<file path="src/rtl/vga_fill_pkg.sv">
// Shared types and constants for the raster fill engine: FSM states, 3-bit RGB colours
// and the default screen geometry.
package vga_fill_pkg;

    typedef enum logic [1:0] {IDLE, LOAD, DRAW, DONE} fill_state_t;

    localparam int unsigned DEFAULT_SCREEN_WIDTH  = 160;
    localparam int unsigned DEFAULT_SCREEN_HEIGHT = 120;

    // {R, G, B}
    localparam logic [2:0] BLACK  = 3'b000;
    localparam logic [2:0] BLUE   = 3'b001;
    localparam logic [2:0] GREEN  = 3'b010;
    localparam logic [2:0] YELLOW = 3'b110;
    localparam logic [2:0] RED    = 3'b100;
    localparam logic [2:0] WHITE  = 3'b111;

endpackage

</file>
<file path="src/rtl/fill_xy_counter.sv">
// Nested row-major x/y sweep counter: load a start corner, step one pixel per enabled
// cycle, wrap x back to the row start, and flag the bottom-right pixel.
module fill_xy_counter #(
    parameter int unsigned XW = 8,
    parameter int unsigned YW = 7
) (
    input  logic          clk_i,
    input  logic          rst_ni,
    input  logic          load_i,
    input  logic          step_i,
    input  logic [XW-1:0] x_load_i,
    input  logic [YW-1:0] y_load_i,
    input  logic [XW-1:0] x_start_i,
    input  logic [XW-1:0] x_end_i,
    input  logic [YW-1:0] y_end_i,
    output logic [XW-1:0] x_o,
    output logic [YW-1:0] y_o,
    output logic          last_o
);

    logic [XW-1:0] x_q;
    logic [YW-1:0] y_q;

    always_ff @(posedge clk_i or negedge rst_ni) begin
        if (!rst_ni) begin
            x_q <= '0;
            y_q <= '0;
        end else if (load_i) begin
            x_q <= x_load_i;
            y_q <= y_load_i;
        end else if (step_i) begin
            if (x_q == x_end_i) begin
                x_q <= x_start_i;
                y_q <= y_q + YW'(1);
            end else begin
                x_q <= x_q + XW'(1);
            end
        end
    end

    assign x_o    = x_q;
    assign y_o    = y_q;
    assign last_o = (x_q == x_end_i) && (y_q == y_end_i);

endmodule

</file>
<file path="src/rtl/rect_fill_engine.sv">
// Clipped rectangle fill engine for the vga_adapter plot port (start/busy/done handshake).
// Define OUTLINE_MODE_EN to enable outline-only drawing selected by the mode input.
module rect_fill_engine
    import vga_fill_pkg::*;
#(
    parameter int unsigned SCREEN_WIDTH  = DEFAULT_SCREEN_WIDTH,
    parameter int unsigned SCREEN_HEIGHT = DEFAULT_SCREEN_HEIGHT,
    parameter int unsigned CW            = 3,
    parameter int unsigned XW            = $clog2(SCREEN_WIDTH),
    parameter int unsigned YW            = $clog2(SCREEN_HEIGHT)
) (
    input  logic          clk,
    input  logic          resetn,
    input  logic          start,
    input  logic [XW-1:0] x0,
    input  logic [YW-1:0] y0,
    input  logic [XW-1:0] w,
    input  logic [YW-1:0] h,
    input  logic [CW-1:0] colour_in,
    input  logic          mode,
    input  logic          en,
    output logic [XW-1:0] x,
    output logic [YW-1:0] y,
    output logic [CW-1:0] colour,
    output logic          plot,
    output logic          busy,
    output logic          done
);

    localparam logic [XW:0] XLim = (XW+1)'(SCREEN_WIDTH - 1);
    localparam logic [YW:0] YLim = (YW+1)'(SCREEN_HEIGHT - 1);
    localparam logic [XW:0] XOne = (XW+1)'(1);
    localparam logic [YW:0] YOne = (YW+1)'(1);

    fill_state_t state_q, state_d;

    logic [XW-1:0] x0_q, w_q, x_q, cx, x_end;
    logic [YW-1:0] y0_q, h_q, y_q, cy, y_end;
    logic [CW-1:0] fill_col_q, colour_q;
    logic          fin_q, plot_q, busy_q, done_q, busy_d, done_d;
    logic [XW:0]   x_far;
    logic [YW:0]   y_far;
    logic          empty, accept, emit, last, show;

    // Far edges are formed one bit wider so x0+w-1 cannot wrap before clipping.
    assign x_far  = {1'b0, x0_q} + {1'b0, w_q} - XOne;
    assign y_far  = {1'b0, y0_q} + {1'b0, h_q} - YOne;
    assign x_end  = (x_far > XLim) ? XLim[XW-1:0] : x_far[XW-1:0];
    assign y_end  = (y_far > YLim) ? YLim[YW-1:0] : y_far[YW-1:0];
    assign empty  = (w_q == '0) || (h_q == '0) || ({1'b0, x0_q} > XLim) || ({1'b0, y0_q} > YLim);

    assign accept = (state_q == IDLE) && start;
    // A pixel is consumed from the sweep on every enabled edge of LOAD (non-empty) and DRAW.
    assign emit   = en && (((state_q == LOAD) && !empty) || ((state_q == DRAW) && !fin_q));

`ifdef OUTLINE_MODE_EN
    logic mode_q;
    always_ff @(posedge clk or negedge resetn) begin
        if (!resetn) begin
            mode_q <= 1'b0;
        end else if (accept) begin
            mode_q <= mode;
        end
    end
    // Edges are tested against the unclipped rectangle, so clipped-away sides vanish.
    assign show = !mode_q || (cx == x0_q) || ({1'b0, cx} == x_far)
                          || (cy == y0_q) || ({1'b0, cy} == y_far);
`else
    logic unused_mode;
    assign unused_mode = mode;
    assign show        = 1'b1;
`endif

    fill_xy_counter #(
        .XW(XW),
        .YW(YW)
    ) u_xy (
        .clk_i    (clk),
        .rst_ni   (resetn),
        .load_i   (accept),
        .step_i   (emit),
        .x_load_i (x0),
        .y_load_i (y0),
        .x_start_i(x0_q),
        .x_end_i  (x_end),
        .y_end_i  (y_end),
        .x_o      (cx),
        .y_o      (cy),
        .last_o   (last)
    );

    always_ff @(posedge clk or negedge resetn) begin
        if (!resetn) begin
            state_q <= IDLE;
        end else begin
            state_q <= state_d;
        end
    end

    always_comb begin
        state_d = state_q;
        unique case (state_q)
            IDLE: if (start) state_d = LOAD;
            LOAD: state_d = empty ? DONE : DRAW;
            DRAW: if (fin_q) state_d = DONE;
            DONE: state_d = IDLE;
            default: state_d = IDLE;
        endcase
        busy_d = (state_d == LOAD) || (state_d == DRAW);
        done_d = (state_d == DONE);
    end

    always_ff @(posedge clk or negedge resetn) begin
        if (!resetn) begin
            x0_q       <= '0;
            y0_q       <= '0;
            w_q        <= '0;
            h_q        <= '0;
            fill_col_q <= '0;
            fin_q      <= 1'b0;
            x_q        <= '0;
            y_q        <= '0;
            colour_q   <= '0;
            plot_q     <= 1'b0;
            busy_q     <= 1'b0;
            done_q     <= 1'b0;
        end else begin
            if (accept) begin
                x0_q       <= x0;
                y0_q       <= y0;
                w_q        <= w;
                h_q        <= h;
                fill_col_q <= colour_in;
                fin_q      <= 1'b0;
            end else if (emit && last) begin
                fin_q <= 1'b1;
            end
            plot_q <= emit && show;
            if (emit && show) begin
                x_q      <= cx;
                y_q      <= cy;
                colour_q <= fill_col_q;
            end
            busy_q <= busy_d;
            done_q <= done_d;
        end
    end

    assign x      = x_q;
    assign y      = y_q;
    assign colour = colour_q;
    assign plot   = plot_q;
    assign busy   = busy_q;
    assign done   = done_q;

endmodule

</file>
<file path="config.mk">
export PLATFORM = sky130hd
export DESIGN_NAME = rect_fill_engine
export DESIGN_NICKNAME = d
export VERILOG_FILES = /design/src/rtl/vga_fill_pkg.sv /design/src/rtl/fill_xy_counter.sv /design/src/rtl/rect_fill_engine.sv
export SDC_FILE = /design/constraint.sdc
export NUM_CORES = 1
export LEC_CHECK = 0
export CORE_MARGIN = 2
export CORE_UTILIZATION = 50
export CTS_CLUSTER_DIAMETER = 50
export CTS_CLUSTER_SIZE = 10
export DETAILED_ROUTE_END_ITERATION = 6
export PLACE_DENSITY = 0.76
export SLEW_MARGIN = 10
export SYNTH_ARGS = -nofsm -noshare
export SYNTH_HDL_FRONTEND = slang
export SYNTH_HIERARCHICAL = 1
export SYNTH_SLANG_ARGS = --single-unit
</file>
<file path="constraint.sdc">
create_clock -name clk -period 3.5 [get_ports clk]
set_input_delay 0.7 -clock clk [delete_from_list [all_inputs] [get_ports clk]]
set_output_delay 0.7 -clock clk [all_outputs]
set_load 0.005 [all_outputs]
</file>
Figure 1. Cell density map.
(4 px per um) 10 x 10 tiles, from white (low) to dark blue (high), 0 to 100% covered.
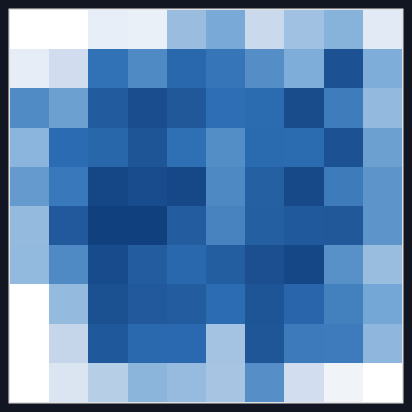
6.0% of the tiles are nearly empty. The mean over all tiles is 59%. 41% of the tiles are over 75% full.

Figure 2. Clock distribution.
(4 px per um)
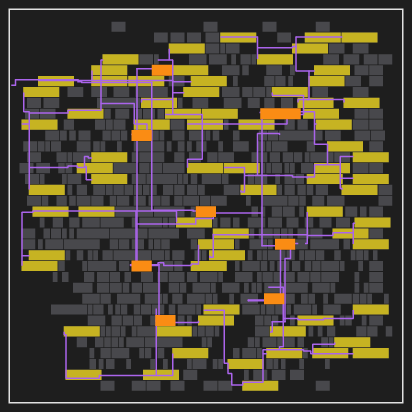
Key: orange = clock drivers [count 9]; purple = clock wires [length 1040 um]; yellow = flip-flops [count 72]
There are 10 routed clock nets.
insertion delay at the late pin of the worst-skew pair: 0.36 ns
Clock Skew: 0.00714 ns

Figure 3. Met3 routing.
(4 px per um) Cells faint in the background.
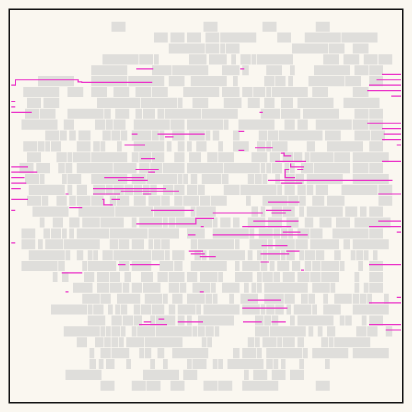
The layer carries 529 um of wire. The layer holds 4.7% of the routed length. The longest straight run is 30.8 um. The wires run mostly horizontal. 72 nets have wire on it.
Routed Wire Length: 11200 um
met3 track demand over resource: 4.15%
total number of vias: 3766

==> run_summary.xml <==
<?xml version="1.0" encoding="UTF-8"?>
<metrics>
  <group name="clock_tree">
    <metric name="clock_tree_root_driver_cell" unit="">clkbuf_8</metric>
    <metric name="cts-hold-fix-buffers" unit="">0</metric>
    <metric name="post_cts_resize_count" unit="">33</metric>
    <metric name="cts_tree" unit="">built</metric>
  </group>
  <group name="worst_setup_path">
    <metric name="worstSetupStartpoint" unit="">x0_q[1]</metric>
    <metric name="crit_family" unit="">simple AND/OR/NAND/NOR gates</metric>
    <metric name="timing.critical_path.buf_inv" unit="">5</metric>
    <metric name="worstPathCellList" unit="">inv_2, ha_4, inv_2, ha_4, inv_2, fa_2, nand2b_4, a211oi_4, o211ai_1, a211oi_2, buf_4, o311ai_4, xor2_2, nor4_4, nand2_2, buf_6, or4_1, a31oi_1</metric>
    <metric name="critPathMaxStageDelay" unit="ns">0.41</metric>
    <metric name="critical-path-top-cell-by-count" unit="">inv_2</metric>
    <metric name="crit_type" unit="">reg -&gt; reg</metric>
    <metric name="timing.critical_path.required" unit="ns">3.78</metric>
    <metric name="critical_path.max_fanout" unit="">5</metric>
    <metric name="worst_r2r_path_depth" unit="">18</metric>
    <metric name="worst_setup_path_start_kind" unit="">flip-flop</metric>
  </group>
  <group name="placement">
    <metric name="placed_cells_incl_taps" unit="">644</metric>
    <metric name="dp_hpwl" unit="um">7350</metric>
  </group>
  <group name="min_path">
    <metric name="min-delay-path-class" unit="">in -&gt; async</metric>
  </group>
  <group name="timing">
    <metric name="timing.final.crit_share" unit="%">110</metric>
    <metric name="fin_hold_ws" unit="ns">0.345</metric>
    <metric name="timing.max_slew.rel_slack" unit="%">58.4</metric>
    <metric name="number_of_setup_violations_in_the_final_report" unit="">16</metric>
    <metric name="postLayoutSetupSlackWorst" unit="ns">-0.351</metric>
    <metric name="timing_hold_violations_final" unit="">0</metric>
    <metric name="fmaxAchievable" unit="MHz">260</metric>
  </group>
  <group name="finish">
    <metric name="layout-area-overhead-vs-synth" unit="%">32.2</metric>
    <metric name="area.combinational" unit="sq um">2540</metric>
    <metric name="fin_util" unit="%">67.7</metric>
    <metric name="clk_share" unit="%">4.17</metric>
    <metric name="share_of_cells_above_drive_strength_1" unit="%">20.0</metric>
    <metric name="area.sequential" unit="sq um">1800</metric>
    <metric name="non_clock_buffering_overhead" unit="%">14.9</metric>
    <metric name="n_all_inverters" unit="">67</metric>
  </group>
  <group name="global_routing">
    <metric name="grtUsageTotal" unit="%">23.3</metric>
    <metric name="largest_net_degree_at_the_start_of_global_routing" unit="">55</metric>
    <metric name="grt_pass1_vias" unit="">3875</metric>
    <metric name="gr-max-usage-layer" unit="">met2</metric>
  </group>
  <group name="logic_synthesis">
    <metric name="synth_stat.cells" unit="">470</metric>
    <metric name="top_cell" unit="">dfrtp_1</metric>
    <metric name="ys_chip_area" unit="sq um">4420</metric>
    <metric name="post_synth_num_cell_types" unit="">50</metric>
    <metric name="yosys_warnings" unit="">6</metric>
    <metric name="syn_area_per_cell" unit="sq um">9.40</metric>
    <metric name="synth.ff_latch_count" unit="">72</metric>
  </group>
  <group name="floorplan">
    <metric name="die-height" unit="um">98.0</metric>
    <metric name="fp-row-count" unit="">34</metric>
    <metric name="design.core.area" unit="sq um">8640</metric>
    <metric name="fp-utilization" unit="%">51.2</metric>
  </group>
  <group name="run">
    <metric name="max_cap_viol_count" unit="">0</metric>
  </group>
  <group name="routing">
    <metric name="drt.antenna.violating_nets" unit="">0</metric>
    <metric name="wl_per_cell" unit="um">16.6</metric>
  </group>
  <group name="run_status">
    <metric name="outcome" unit="">finished with violations</metric>
    <metric name="violated_checks" unit="">setup timing</metric>
  </group>
</metrics>
Figure 4. M1 wires.
(3 px per um) Supply wires on this layer in grey.
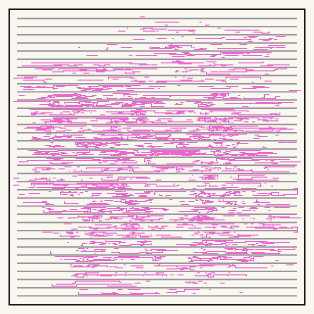
The layer holds 41% of the routed length. The longest straight run is 35.9 um.

Figure 5. Clock routing.
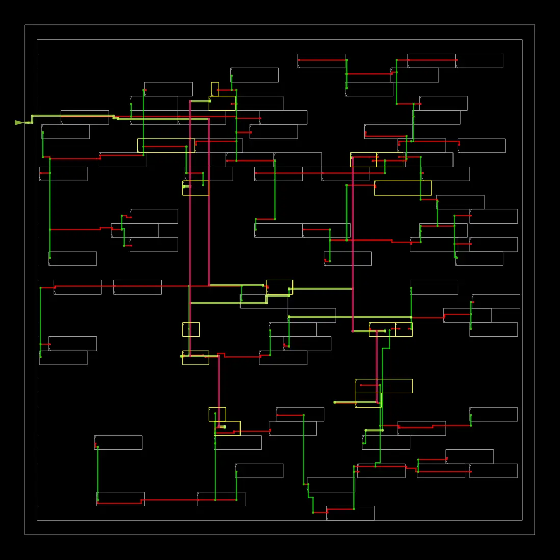
number of clock buffers in the layout: 10
CTS Buf Count: 9
sequential cell count: 72

==> layout by cell type (no fill, tap or decap), types with 3 or more instances in the layout <==
cell	netlist	layout
and3_1	5	5
nor3_1	5	4
nand4_1	6	6
inv_2	0	5
a21o_1	4	4
nand3_1	11	10
mux2i_1	9	8
a31oi_1	4	4
nand2_1	49	48
dfrtp_1	72	72
bufinv_16	0	3
o211ai_1	3	3
clkbuf_8	0	9
nand2b_1	4	3
o31ai_1	5	3
inv_1	66	62
clkdlybuf4s50_1	0	56
nor4_1	4	4
buf_4	0	31
buf_6	2	5
o21ai_1	10	10
o311ai_4	0	4
a21oi_1	19	17
o21ai_0	36	34
xor2_1	14	12
nor2_1	12	10
mux2_2	21	21
xnor2_1	16	15
ha_1	35	33
nor3b_1	6	6
or4_1	5	4
